<file path="config.mk">
export PLATFORM = sky130hd
export DESIGN_NAME = approx_shift_add_mult_ctrl
export DESIGN_NICKNAME = d
export VERILOG_FILES = /design/src/rtl/approx_shift_add_mult_ctrl.sv
export SDC_FILE = /design/constraint.sdc
export NUM_CORES = 1
export LEC_CHECK = 0
export CAP_MARGIN = 30
export CORE_MARGIN = 10
export CORE_UTILIZATION = 43
export DETAILED_ROUTE_END_ITERATION = 16
export GPL_ROUTABILITY_DRIVEN = 0
export PLACE_DENSITY_LB_ADDON = 0.05
export SKIP_LAST_GASP = 1
export SLEW_MARGIN = 20
export SYNTH_ARGS = -nofsm -noshare
export SYNTH_HDL_FRONTEND = slang
export SYNTH_SLANG_ARGS = --single-unit
</file>
<file path="constraint.sdc">
create_clock -name clk -period 1.7 [get_ports clk]
set_input_delay 0.255 -clock clk [delete_from_list [all_inputs] [get_ports clk]]
set_output_delay 0.255 -clock clk [all_outputs]
set_load 0.05 [all_outputs]
</file>
<file path="src/rtl/approx_shift_add_mult_ctrl.sv">
// approx_shift_add_mult_ctrl
// Shift-add sequencer for an unsigned WIDTH x WIDTH multiply. It time-shares
// one external WIDTH-bit maskable carry adder. The adder's mask, latched per
// operation, selects exact or approximate stages.
module approx_shift_add_mult_ctrl #(
    parameter int WIDTH = 4,
    parameter int CNT_W = 3
) (
    input  logic               clk,
    input  logic               rst,
    input  logic               in_valid,
    output logic               in_ready,
    input  logic [WIDTH-1:0]   in_a,
    input  logic [WIDTH-1:0]   in_b,
    input  logic [WIDTH-1:0]   in_mask,
    output logic [WIDTH-1:0]   add_a,
    output logic [WIDTH-1:0]   add_b,
    output logic [WIDTH-1:0]   add_mask,
    output logic               add_en,
    input  logic [WIDTH:0]     add_sum,
    output logic               out_valid,
    input  logic               out_ready,
    output logic [2*WIDTH-1:0] product
);

    typedef enum logic [1:0] {
        IDLE = 2'd0,
        CALC = 2'd1,
        DONE = 2'd2
    } state_t;

    localparam logic [CNT_W-1:0] LAST_STEP = CNT_W'(WIDTH - 1);

    state_t             state_reg;
    logic [WIDTH-1:0]   h_reg;
    logic [WIDTH-1:0]   l_reg;
    logic [WIDTH-1:0]   mcand_reg;
    logic [WIDTH-1:0]   mask_reg;
    logic [CNT_W-1:0]   cnt_reg;
    logic               in_ready_reg;
    logic               out_valid_reg;
    logic               in_calc;

    // The adder is only driven while stepping; the sum is consumed only when
    // the current multiplier bit (L[0]) is set.
    assign in_calc   = (state_reg == CALC);
    assign add_en    = in_calc && l_reg[0];
    assign add_a     = in_calc ? h_reg     : '0;
    assign add_b     = in_calc ? mcand_reg : '0;
    assign add_mask  = in_calc ? mask_reg  : '0;

    assign in_ready  = in_ready_reg;
    assign out_valid = out_valid_reg;
    // {H,L} is frozen in DONE, so the product stays stable under backpressure.
    assign product   = out_valid_reg ? {h_reg, l_reg} : '0;

    // Control FSM plus the H/L shift register, with registered handshakes.
    always_ff @(posedge clk or posedge rst) begin
        if (rst) begin
            state_reg     <= IDLE;
            h_reg         <= '0;
            l_reg         <= '0;
            mcand_reg     <= '0;
            mask_reg      <= '0;
            cnt_reg       <= '0;
            in_ready_reg  <= 1'b1;
            out_valid_reg <= 1'b0;
        end else begin
            case (state_reg)
                IDLE: begin
                    if (in_valid) begin
                        mcand_reg    <= in_a;
                        l_reg        <= in_b;
                        h_reg        <= '0;
                        mask_reg     <= in_mask;
                        cnt_reg      <= '0;
                        in_ready_reg <= 1'b0;
                        state_reg    <= CALC;
                    end
                end
                CALC: begin
                    cnt_reg <= cnt_reg + CNT_W'(1);
                    if (l_reg[0]) begin
                        h_reg <= add_sum[WIDTH:1];
                        l_reg <= {add_sum[0], l_reg[WIDTH-1:1]};
                    end else begin
                        h_reg <= {1'b0, h_reg[WIDTH-1:1]};
                        l_reg <= {h_reg[0], l_reg[WIDTH-1:1]};
                    end
                    if (cnt_reg == LAST_STEP) begin
                        out_valid_reg <= 1'b1;
                        state_reg     <= DONE;
                    end
                end
                DONE: begin
                    // in_ready rises only after DONE exits: no same-edge turnaround.
                    if (out_ready) begin
                        out_valid_reg <= 1'b0;
                        in_ready_reg  <= 1'b1;
                        state_reg     <= IDLE;
                    end
                end
                default: begin
                    out_valid_reg <= 1'b0;
                    in_ready_reg  <= 1'b1;
                    state_reg     <= IDLE;
                end
            endcase
        end
    end

endmodule

</file>
==> flow_metrics.rpt <==
IMPLEMENTATION SUMMARY REPORT
----------------------------------------------------
[Critical path]
  Crit path launch type ........................ flip-flop
  CP Data Required Time ........................ ~1.4 ns
  Worst reg2reg startpoint ........................ state_reg[0]$_DFFE_PP0P_

[Final layout]
  Net total in the final layout ........................ 187
  Final Instance Count excl. Fillers ........................ 194
  Multi-input combinational cell area ........................ 594.3 sq um
  Count of multi-input gates ........................ 82

[Yosys]
  Number of nets produced by synthesis ........................ 136
  Count of cell types in the netlist ........................ 28
  Top-area cell type share of the netlist area ........................ 46.27%
  YS chip area ........................ 1190 sq um
  Most common cell in the synthesized netlist ........................ dfrtp_1

[Floorplanning]
  Number of top-level design ports ........................ around 44
  Number of rows in the core area ........................ 19

[Placed design]
  Standard cell area after detailed placement ........................ ~1900 sq um
  Port Buffers ........................ 43

[Status]
  Status ........................ finished clean

[Routing]
  Routed via count divided by cell count ........................ 5.113
  DRT Wirelength ........................ just under 3000 um

[Job]
  MaxCap Viol Count ........................ 0

[Clock tree]
  Number of buffers on the longest clock path ........................ 2

[GRT]
  Global-route wire length before repair ........................ 4878 um

[Power]
  Post-layout total power ........................ approximately 4700 uW

----------------------------------------------------
[cells in the final DEF (no fill, tap or decap), types with 3 or more instances in the layout]
cell type,Yosys,final
inv_1,3,3
a21oi_1,5,5
mux2_4,4,4
mux2_2,4,4
buf_12,0,23
mux2i_1,4,4
and2_4,0,7
nand2_1,14,14
dfrtp_1,22,21
and2_1,21,14
clkbuf_4,0,3
o21ai_0,7,7
clkdlybuf4s50_1,0,20
and3b_1,3,3
buf_4,1,8
o22ai_1,5,5
[logic make-up after synthesis]
kind of cell	count (synthesis)	share of synthesized area, %
mux	12	12.20
compound gates	20	9.988
simple gates	47	23.24
buf+inv	9	3.996
fa+ha+maj	2	2.103
flops	23	48.48
[how the worst max path moves through the flow]
stage	end	cells after the start	start
after floorplan	add_a[1]	3	state_reg[1]$_DFFE_PP0P_
after global routing	add_mask[3]	3	state_reg[1]$_DFFE_PP0P_
final	add_a[2]	3	state_reg[1]$_DFFE_PP0P_
after global placement	mcand_reg[1]$_DFFE_PP0P_	4	in_valid
after detailed placement	mcand_reg[3]$_DFFE_PP0P_	4	in_valid
after CTS	add_a[2]	3	state_reg[1]$_DFFE_PP0P_
[per-layer routing]
| metal | global-route usage (%) | share of wire, % | wire length (um) | vias to the layer above |
|---|---|---|---|---|
| li1 | - | - | - | 481 |
| met1 | 13.43 | 41 | 1228 | 480 |
| met2 | 17.92 | 50 | 1481 | 27 |
| met3 | 4.626 | 7.8 | 232 | 4 |
| met4 | 3.797 | 1.3 | 39 | 0 |
| met5 | 0 | 0 | 0 | - |
[power breakdown]
part | internal (uW) | switching, uW | leakage [uW] | total (uW)
logic | 1700 | 1730 | 0.000581 | 3430
registers | 814 | 222 | 0.000277 | 1040
clock network | 91.7 | 157 | 0.0000150 | 249
Figure 1. Signal metal coverage by tile.
The die is cut into 15 by 15 equal tiles; dark blue is low, red is high, scaled to the fullest tile. Values are wire area over tile area, all layers added.
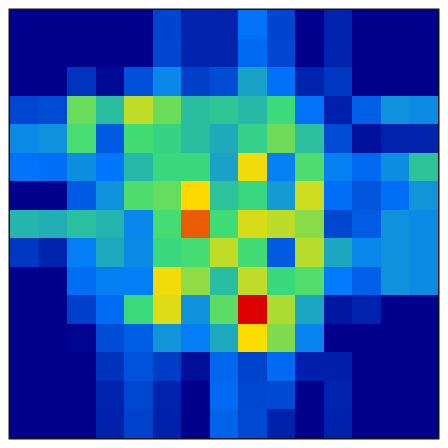
- densest ninth of the die: center
- mean over tiles: 0.091
- nearly empty tiles: 27%
- emptiest ninth of the die: lower right

Figure 2. Register map, names as in the netlist.
The bar under the picture is 20 um long.
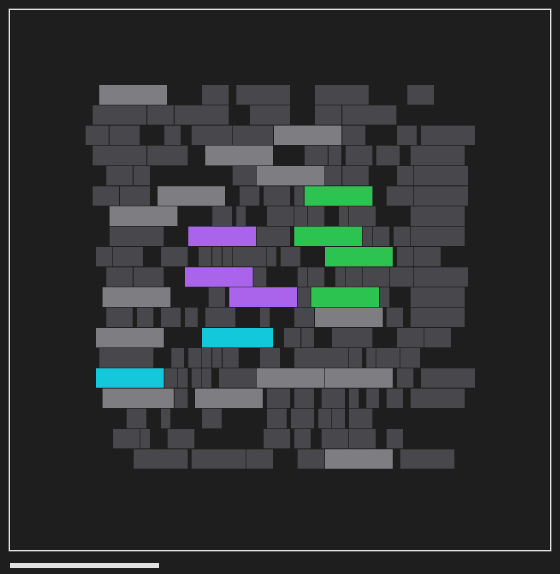
- cnt_reg: purple (sequential cells 3)
- h_reg: green (sequential cells 4; where center)
- state_reg: cyan (sequential cells 2)
Seq. cell area: 578.1 sq um
final core area utilization: 72.67%
flip-flop and latch share of the layout cell area: 29.35%

Figure 3. Cell sizes after repair.
The bar under the picture is 20 um long.
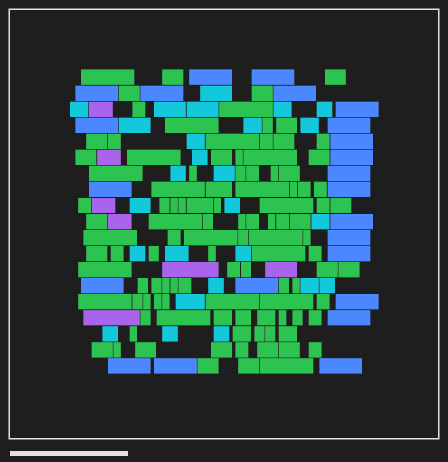
- _0 and _1 cells: green (cells 107; share 66%; most used dfrtp_1)
- _6 and larger: blue (cells 23; share 14%; most used buf_12)
- _3 and _4 cells: cyan (cells 26; share 16%; most used buf_4)
- _2 cells: purple (cells 7; share 4.3%; most used mux2_2)
cell area after layout: 1969 sq um
post-layout worst setup margin: 0.05404 ns
area added between synthesis and finish: 65.51%
count of non-CTS buffers in the layout: 51

Power figures rest on the tool's default switching activity, not on a simulated workload.
